<file path="config.mk">
export PLATFORM = sky130hd
export DESIGN_NAME = bpf_tone_detect
export DESIGN_NICKNAME = d
export VERILOG_FILES = /design/src/rtl/bpf_tone_detect.sv
export SDC_FILE = /design/constraint.sdc
export NUM_CORES = 1
export LEC_CHECK = 0
export CORE_MARGIN = 2
export CORE_UTILIZATION = 45
export CTS_CLUSTER_DIAMETER = 60
export DETAILED_ROUTE_END_ITERATION = 7
export HOLD_SLACK_MARGIN = 0.1
export PLACE_DENSITY = 0.71
export SYNTH_ARGS = -nofsm -noshare
export SYNTH_HDL_FRONTEND = slang
export SYNTH_SLANG_ARGS = --single-unit
</file>
<file path="constraint.sdc">
create_clock -name clk -period 3.3 [get_ports clk]
set_clock_uncertainty 0.15 [all_clocks]
set_input_delay 0.495 -clock clk [delete_from_list [all_inputs] [get_ports clk]]
set_output_delay 0.495 -clock clk [all_outputs]
set_load 0.005 [all_outputs]
</file>
<file path="src/rtl/bpf_tone_detect.sv">
// rtl/bpf_tone_detect.sv - rectify/average/hysteresis tone detector after the 40 kHz BPF
// Optional peak tracking is built when TONE_DET_PEAK_EN is defined.
module bpf_tone_detect #(
  parameter int WIN_LOG2 = 6,
  parameter int ON_CNT   = 3,
  parameter int OFF_CNT  = 3
) (
  input  logic        clk,
  input  logic        rst,
  input  logic        en,
  input  logic        f_s,
  input  logic [15:0] din,
  input  logic [15:0] on_th,
  input  logic [15:0] off_th,
  output logic [15:0] level,
  output logic        level_vld,
  output logic        det,
  output logic        det_rise,
  output logic [15:0] peak
);

  localparam int AW = 15 + WIN_LOG2;

  typedef enum logic [1:0] {IDLE, ATTACK, DETECT, RELEASE} state_t;

  logic                s0, s1, evt;
  logic [15:0]         din_neg;
  logic [14:0]         a;
  logic [AW-1:0]       acc, acc_sum;
  logic [WIN_LOG2-1:0] cnt;
  logic                last;
  logic [15:0]         on_m, off_m;
  logic                above, below;

  state_t              state, state_n;
  logic [3:0]          acnt, acnt_n, rcnt, rcnt_n;
  logic                rise_n, det_n;

  // Synchronise the strobe and act on its rising edge only.
  always_ff @(posedge clk or negedge rst) begin
    if (!rst) begin
      s0 <= 1'b0;
      s1 <= 1'b0;
    end else begin
      s0 <= f_s;
      s1 <= s0;
    end
  end

  assign evt = s0 & ~s1 & en;

  // -32768 has no positive twin, so it saturates to 32767.
  always_comb begin
    din_neg = ~din + 16'd1;
    if (din == 16'h8000)
      a = 15'h7fff;
    else if (din[15])
      a = din_neg[14:0];
    else
      a = din[14:0];
  end

  assign acc_sum = acc + AW'(a);
  assign last    = (cnt == {WIN_LOG2{1'b1}});

  always_ff @(posedge clk or negedge rst) begin
    if (!rst) begin
      acc       <= '0;
      cnt       <= '0;
      level     <= '0;
      level_vld <= 1'b0;
    end else if (!en) begin
      acc       <= '0;
      cnt       <= '0;
      level_vld <= 1'b0;
    end else begin
      level_vld <= 1'b0;
      if (evt) begin
        if (last) begin
          level     <= 16'(acc_sum >> WIN_LOG2);
          level_vld <= 1'b1;
          acc       <= '0;
          cnt       <= '0;
        end else begin
          acc <= acc_sum;
          cnt <= cnt + 1'b1;
        end
      end
    end
  end

`ifdef TONE_DET_PEAK_EN
  logic [14:0] run_max, max_n;

  assign max_n = (a > run_max) ? a : run_max;

  always_ff @(posedge clk or negedge rst) begin
    if (!rst) begin
      run_max <= '0;
      peak    <= '0;
    end else if (!en) begin
      run_max <= '0;
    end else if (evt) begin
      if (last) begin
        peak    <= {1'b0, max_n};
        run_max <= '0;
      end else begin
        run_max <= max_n;
      end
    end
  end
`else
  assign peak = '0;
`endif

  assign on_m  = on_th & 16'h7fff;
  assign off_m = off_th & 16'h7fff;
  assign above = (level >= on_m);
  assign below = (level < off_m);

  // Hysteresis FSM steps once per reported window, on the clk after level_vld.
  always_comb begin
    state_n = state;
    acnt_n  = acnt;
    rcnt_n  = rcnt;
    rise_n  = 1'b0;
    if (level_vld) begin
      case (state)
        IDLE, ATTACK: begin
          if (above) begin
            if (acnt + 4'd1 == 4'(ON_CNT)) begin
              state_n = DETECT;
              acnt_n  = 4'd0;
              rise_n  = 1'b1;
            end else begin
              state_n = ATTACK;
              acnt_n  = acnt + 4'd1;
            end
          end else begin
            state_n = IDLE;
            acnt_n  = 4'd0;
          end
        end
        DETECT, RELEASE: begin
          if (below) begin
            if (rcnt + 4'd1 == 4'(OFF_CNT)) begin
              state_n = IDLE;
              rcnt_n  = 4'd0;
            end else begin
              state_n = RELEASE;
              rcnt_n  = rcnt + 4'd1;
            end
          end else begin
            state_n = DETECT;
            rcnt_n  = 4'd0;
          end
        end
        default: state_n = IDLE;
      endcase
    end
    det_n = (state_n == DETECT) || (state_n == RELEASE);
  end

  always_ff @(posedge clk or negedge rst) begin
    if (!rst) begin
      state    <= IDLE;
      acnt     <= '0;
      rcnt     <= '0;
      det      <= 1'b0;
      det_rise <= 1'b0;
    end else if (!en) begin
      state    <= IDLE;
      acnt     <= '0;
      rcnt     <= '0;
      det      <= 1'b0;
      det_rise <= 1'b0;
    end else begin
      state    <= state_n;
      acnt     <= acnt_n;
      rcnt     <= rcnt_n;
      det      <= det_n;
      det_rise <= rise_n;
    end
  end

endmodule
</file>
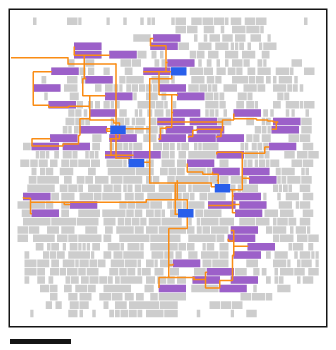
*Routed clock nets over the placement, run 1*
Bar = 20 µm.
[orange] clock wires | length: 705 µm
[purple] flip-flops | count: 56
[blue] cells driving clock nets | count: 5
routed clock nets	6

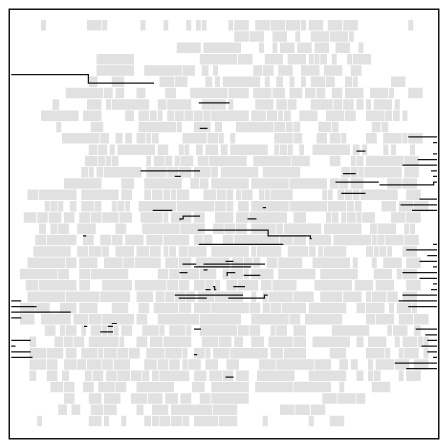
*M3 wires, run 1*
Cells faint in the background.
main direction	horizontal
nets with wire on the layer	64
wire length on this layer	405 µm
longest straight run	20.0 µm
final wirelength: 11900 µm
GR Layer Usage met3: 2.64%
Vias: 4069

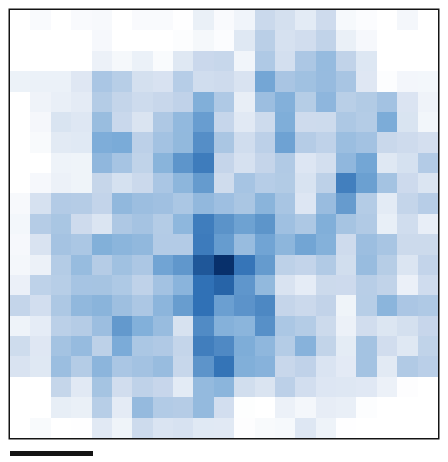
*Wire density map, run 1*
Bar = 20 µm. 21 x 21 tiles, from white (low) to dark blue (high), scaled to the fullest tile. Values are wire area over tile area, all layers added.
emptiest ninth of the die	top left
mean over tiles	0.17
tiles over half the peak	9.1%
nearly empty tiles	12%

run 1: final cells by class:
class	instances	area, µm²
clock buffer	6	72.6
clock inverter	2	38.8
fill	780	3170
inverter	36	140
multi-input combinational	391	3370
sequential	56	1400
tap	133	166
timing repair buffer	143	1280
run 1: power by group:
part           switching, mW  total [mW]  internal [mW]
clock network          0.241       0.471          0.230
registers             0.0371       0.748          0.711
logic                  0.362       0.744          0.382
total                  0.640        1.96           1.32
run 1: registers in the layout, summed over array words and instances, names as in the netlist:
| register | cells |
|---|---|
| s0 | 1 |
| s1 | 1 |
| acc | 21 |
| level_vld | 1 |
| acnt | 4 |
| level | 15 |
| det | 1 |
| det_rise | 1 |
| cnt | 6 |
| rcnt | 4 |
| state | 1 |
run 1: critical path, delay by kind of cell:
kind / cells / cell delay (ns)
AND/OR/NAND/NOR: 5 / 1.28
adder cells (fa/ha/maj): 1 / 0.20
AND-OR/OR-AND: 5 / 1.15
buffers and inverters: 3 / 0.37
XOR/XNOR: 1 / 0.12
run 1: final timing paths:
check,startpoint,to,cells after the start
worst max-delay path,din[9],level[11]$_DFFE_PN0P_,15
worst min-delay path,s0$_DFF_PN0_,s1$_DFF_PN0_,0
worst max register to register,level[10]$_DFFE_PN0P_,rcnt[0]$_DFFE_PN0P_,7
worst min register to register,s0$_DFF_PN0_,s1$_DFF_PN0_,0
max in group asynchronous,rst,acc[19]$_DFFE_PN0P_,3
min in group asynchronous,rst,level[4]$_DFFE_PN0P_,2
run 1: what timing repair did:
item | 4_1_cts | 5_1_grt
gates resized | 89 | 52
endpoints found under the setup margin | 30 | 30
hold buffers | 1 | 0
pin swaps | 31 | 35
cloned | 1 | 0
buffers inserted | 6 | 13
endpoints found under the hold margin | 25 | 0
==> impl_metrics.json, run 1 <==
{
  "outcome": "finished with violations",
  "violations": "setup timing",
  "grt_max_degree": 32,
  "final-setup-viol-count": 26,
  "cts_buffer_depth": 2,
  "first_iter_violations": 105,
  "post-place-cells": 740,
  "grt_antenna_before_repair": 0,
  "edf_count": 0,
  "whs_ns": 0.236,
  "cp_data_required_time_ns": 3.40,
  "pre_cts_slack_ns": -0.869,
  "drc": 0,
  "die_h_um": 103,
  "ys_seq_elements": 56,
  "rows": 36,
  "htree_levels": 2,
  "drt_first_pass_iters": 4,
  "clk_pin_slew_ns": 0.10,
  "final_common_cell": "buf_4",
  "max_stage_delay_ns": 0.52,
  "grt_use_total_pct": 21.6,
  "cp_slowest_cell": "or4_4",
  "ant_nets": 0,
  "setup_ws_ns": -0.235,
  "yosysTopAreaCellShare_pct": 31.8,
  "max-slew-margin-rel_pct": 52.9,
  "ys_chip_area_mm2": 0.00441,
  "ys_warn_count": 0,
  "met2_length_um": 6160,
  "finalClockPeriodUsage_pct": 107,
  "maxCapViolCount": 0,
  "finalNetCount": 739,
  "synthArstFlopShare_pct": 100,
  "xor_area_share_pct": 7.55,
  "power.density_mw_per_mm2": 303,
  "drive_gt1_share_pct": 28.4,
  "tns_ns": -3.43,
  "ir_drop_uv": 174,
  "avgSynthCellArea_um2": 8.88,
  "yosys.stat.seqShare_pct": 31.8,
  "clk_latency_ns": 0.33,
  "critPathCaptureType": "flip-flop",
  "worstHoldPathType": "flip-flop to flip-flop",
  "logic_family": "AND-OR/OR-AND gates"
}
==> run 2: changes to the inputs <==
==> constraint.sdc (replaced) <==
create_clock -name clk -period 3.3 [get_ports clk]
set_clock_uncertainty 0.15 [all_clocks]
set_input_delay 0.99 -clock clk [delete_from_list [all_inputs] [get_ports clk]]
set_output_delay 0.99 -clock clk [all_outputs]
set_load 0.005 [all_outputs]
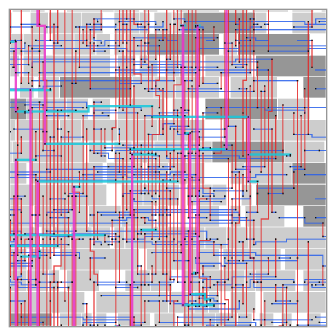
*Close-up of the layout, run 2*
Window x 31 to 71, y 31 to 71 µm. Cells in grey, sequential cells in the stronger grey; small squares are vias.
colour	layer
magenta	met4
cyan	met3
blue	met1
red	met2
sequential cells in the window	9
netlist names of flops here include	acc (5), level (3)
most frequent	buf_4 (26), nand2_1 (15), dfrtp_1 (9)
cells with their middle in the window	133

==> run 2 against run 1 <==
The run still ends with setup timing left. Register-to-register slack gained 0.03 ns. Synthesized cell count is the same. Worst setup slack lost 0.53 ns. First-iteration DRC count grew 75%. Utilization grew 1.7 points. Sequential share of layout area shrank 0.54 points. Critical path depth shrank 1. Die area is the same. Global-route usage grew 0.25 points. Largest cell class unchanged. Largest power group is now combinational cells.
==> impl_metrics.json, run 2 <==
{
  "inverters_excl_clock": 36,
  "violations": "setup timing",
  "drt_first_pass_iters": 4,
  "htree_levels": 2,
  "yosysTopAreaCellShare_pct": 31.8,
  "whs_ns": 0.229,
  "ys_chip_area_mm2": 0.00441,
  "gp_congestion": 0.891,
  "nonClkBufAreaFrac_pct": 21.4,
  "nWellTaps": 133,
  "grt_antenna_before_repair": 0,
  "power.density_mw_per_mm2": 310,
  "worstHoldPathType": "flip-flop to flip-flop",
  "largest_register_ff_count": 21,
  "grt_max_degree": 31,
  "finalNetCount": 756,
  "cp.buffers_inverters": 2,
  "n_all_buffers": 160,
  "crit_family": "simple AND/OR/NAND/NOR gates",
  "pre_cts_slack_ns": -1.33,
  "edf_count": 0,
  "ir_drop_uv": 290,
  "finalClockPeriodUsage_pct": 123,
  "reg_top3": "acc: 21 flops, level: 15 flops, cnt: 6 flops",
  "final-setup-viol-count": 34,
  "first_iter_violations": 184,
  "tns_ns": -19.20,
  "logic_gates": 391,
  "comb_area_share_pct": 50.8,
  "synthArstFlopShare_pct": 100,
  "regArea_mm2": 0.00140,
  "final_common_cell": "buf_4",
  "leakagePower_nw": 3.25,
  "critPathCaptureType": "flip-flop",
  "finalCriticalPeriod_ns": 4.07,
  "rows": 36,
  "seq_share_pct": 21.1,
  "clk_pin_slew_ns": 0.11,
  "cts_tree": "done",
  "largest-register": "acc",
  "grt_use_total_pct": 21.9,
  "start_kind": "input pin",
  "max-slew-margin-rel_pct": 55.4,
  "n_fill_cell": 726,
  "drc": 0,
  "max_stage_delay_ns": 0.52,
  "num-clock-buffers": 5,
  "design.seq.count": 56,
  "setup_ws_ns": -0.765,
  "maxCapViolCount": 0,
  "avgSynthCellArea_um2": 8.88,
  "cts_buffer_depth": 2,
  "largest_class": "logic gates",
  "crit_top_cell": "buf_6",
  "ys_seq_elements": 56,
  "outcome": "finished with violations",
  "ys_warn_count": 0,
  "cp_slowest_cell": "or4_4",
  "comb_area_mm2": 0.00337,
  "cp_data_required_time_ns": 3.37,
  "drive_gt1_share_pct": 30.9,
  "die_h_um": 103,
  "clk_share_pct": 2.08,
  "synth_top_flop_cell": "dfrtp_1",
  "hold_buffers": 0,
  "post-place-cells": 751,
  "num_vias": 4235
}
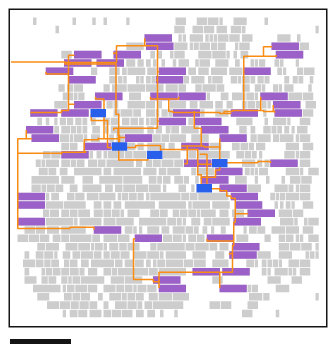
*Routed clock nets over the placement, run 2*
Bar = 20 µm.
[orange] clock wires | length: 689 µm
[purple] flip-flops | count: 56
[blue] cells driving clock nets | count: 5
flops lie	all over the die
clk ins delay skew pair: 0.32 ns
clk pwr: 0.543 mW

[run 2: cell counts after synthesis]
Identical to the previous run, type by type.
[run 2: final timing paths]
check / startpoint / to / depth (start not counted)
max in group asynchronous: rst / acc[16]$_DFFE_PN0P_ / 2
worst min-delay path: s0$_DFF_PN0_ / s1$_DFF_PN0_ / 0
worst max-delay path: din[9] / level[8]$_DFFE_PN0P_ / 14
min in group asynchronous: rst / level[7]$_DFFE_PN0P_ / 1
worst min register to register: s0$_DFF_PN0_ / s1$_DFF_PN0_ / 0
worst max register to register: acc[0]$_DFFE_PN0P_ / level[8]$_DFFE_PN0P_ / 8
[run 2: power breakdown]
part | switching [mW] | total (mW) | internal, mW
registers | 0.0359 | 0.747 | 0.711
logic | 0.373 | 0.769 | 0.396
clock network | 0.237 | 0.543 | 0.306
[run 2: what timing repair did]
item,CTS,global route
gates resized,94,47
setup endpoints to repair,35,37
buffers inserted,16,9
gates cloned,1,0
pin swaps,35,38
[run 2: cell families (layout without fill, tap and decap cells)]
logic type,count (synthesis),count (layout),synth area share [%]
and+or+nand+nor,137,137,15.6
muxes,9,9,2.27
AOI/OAI and AO/OA,136,136,20.0
DFF,56,56,31.8
buffers and inverters,65,204,7.19
adders and majority gates,54,54,15.5
other,1,17,0.0851
xor gates and xnor gates,38,38,7.55
[run 2: metal layers]
| layer | global-route usage (%) | part of all wire (%) | vias up | wire length [µm] |
|---|---|---|---|---|
| met1 | 27.7 | 42 | 2059 | 5090 |
| met4 | 5.97 | 3.5 | 0 | 431 |
| li1 | - | - | 2030 | - |
| met2 | 38.8 | 51 | 109 | 6190 |
| met3 | 3.32 | 3.9 | 37 | 480 |
| met5 | 0 | 0 | - | 0 |
==> run 3: changes to the inputs <==
--- a/config.mk
+++ b/config.mk
@@ -10,7 +10,7 @@
 export CTS_CLUSTER_DIAMETER = 60
 export DETAILED_ROUTE_END_ITERATION = 7
 export HOLD_SLACK_MARGIN = 0.1
-export PLACE_DENSITY = 0.71
+export PLACE_DENSITY = 0.72
 export SYNTH_ARGS = -nofsm -noshare
 export SYNTH_HDL_FRONTEND = slang
 export SYNTH_SLANG_ARGS = --single-unit
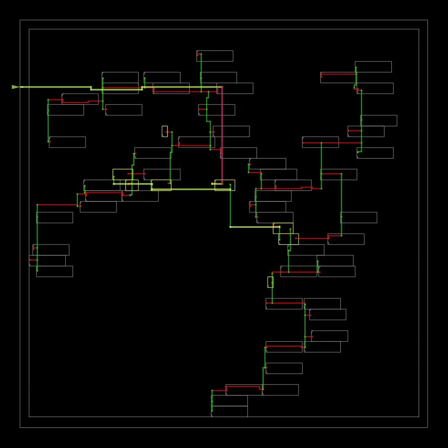
*The clock network, run 3*
clk pwr: 0.358 mW
clk ins delay skew pair: 0.30 ns

==> run 3 against run 2 <==
The run still ends with setup timing left. Worst setup slack improved by 0.044 ns. Clock power down 34%. Sequential power up 0.5%. Critical path type unchanged. Largest cell class unchanged.
==> impl_metrics.json, run 3 <==
{
  "finalClockPeriodUsage_pct": 122,
  "crit_path_start": "din[9]",
  "drc": 0,
  "post-place-cells": 750,
  "avgSynthCellArea_um2": 8.88,
  "finalNetCount": 746,
  "intPower_mw": 1.25,
  "rows": 36,
  "ys_sh_mux_pct": 2.27,
  "start_kind": "input pin",
  "ir_drop_uv": 234,
  "power_leader": "sequential cells",
  "max-slew-margin-rel_pct": 63.2,
  "clk_pin_slew_ns": 0.10,
  "leakagePower_nw": 3.15,
  "cts_tree": "done",
  "drt_first_pass_iters": 5,
  "violations": "setup timing",
  "whs_ns": 0.229,
  "pwr-share-clk_pct": 19.4,
  "outcome": "finished with violations",
  "grt_use_total_pct": 21.5,
  "final_common_cell": "buf_4",
  "hold_path_depth": 0,
  "num_vias": 4061,
  "htree_levels": 2,
  "grt_max_degree": 27,
  "tns_ns": -18.81,
  "reg_top3": "acc: 21 flops, level: 15 flops, cnt: 6 flops",
  "power_switching_mw": 0.598,
  "crit_top_cell": "buf_6",
  "ys_seq_elements": 56,
  "first_iter_violations": 203,
  "yosysTopAreaCellShare_pct": 31.8,
  "powerSeq_mw": 0.751,
  "power_frac_seq_pct": 40.6,
  "setup_ws_ns": -0.721,
  "grt_antenna_before_repair": 0,
  "logic_family": "AND-OR/OR-AND gates",
  "final-setup-viol-count": 33,
  "yosys.area_share.simple_pct": 15.6,
  "switching_share_pct": 32.4,
  "reg2reg_from": "acc[0]$_DFFE_PN0P_",
  "comb_power_share_pct": 40.0
}
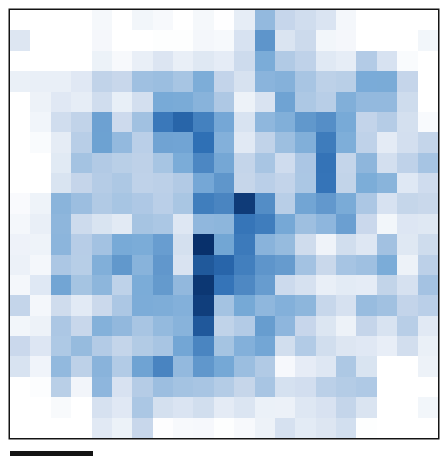
*Wire density map, run 3*
Bar = 20 µm. 21 x 21 tiles, from white (low) to dark blue (high), scaled to the fullest tile. Values are wire area over tile area, all layers added.
fullest tile	0.61
tiles over half the peak	14%
mean over tiles	0.17
emptiest ninth of the die	top left
nearly empty tiles	13%
densest ninth of the die	middle

==> run 3: cell types whose count changed in the layout (fill, tap and decap cells not counted), moves of 3 or more <==
cell     previous run  this run
buf_4              80        72
buf_6              15        10
nand2_1            58        61
xnor2_1             7        10
xnor2_2             9         6
==> run 3: worst min-delay path by stage <==
stage	to	slack, ns
floorplan	s1$_DFF_PN0_	0.20
global placement	s1$_DFF_PN0_	0.21
detailed placement	s1$_DFF_PN0_	0.21
CTS	s1$_DFF_PN0_	0.23
global route	s1$_DFF_PN0_	0.24
finish	s1$_DFF_PN0_	0.23
==> run 3: logic make-up (layout without fill, tap and decap cells) <==
| group | count (synthesis) | in the layout |
|---|---|---|
| xor+xnor | 38 | 38 |
| flops | 56 | 56 |
| fa+ha+maj | 54 | 54 |
| buf+inv | 65 | 194 |
| mux | 9 | 9 |
| other cells | 1 | 17 |
| compound gates | 136 | 136 |
| simple gates | 137 | 137 |
==> run 3: cell type report <==
class,instances,area [µm²]
inverter,36,140
tap,133,166
clock inverter,1,8.76
multi-input combinational,391,3330
clock buffer,7,76.3
timing repair buffer,150,1350
sequential,56,1400
fill,744,3170
==> run 3: worst max-delay path: cells and delay by family <==
| kind | cells | cell delay (ns) |
|---|---|---|
| AND/OR/NAND/NOR | 5 | 1.26 |
| AND-OR/OR-AND | 5 | 0.78 |
| buffers and inverters | 5 | 0.60 |
| XOR/XNOR | 1 | 0.23 |
| adder cells (fa/ha/maj) | 1 | 0.20 |
==> run 3: repair_timing <==
action	in CTS	in global routing
setup endpoints to repair	35	36
buffers inserted	9	7
cloned	1	0
resized	85	40
pin swaps	41	44
==> run 3: per-layer routing <==
metal	GRT usage, %	up-vias	part of all wire [%]
li1	-	1999	-
met1	26.9	1950	43
met2	39.7	101	52
met3	3.19	11	4.4
met4	3.95	0	0.96
met5	0	-	0
Power and IR drop assume default switching activity.
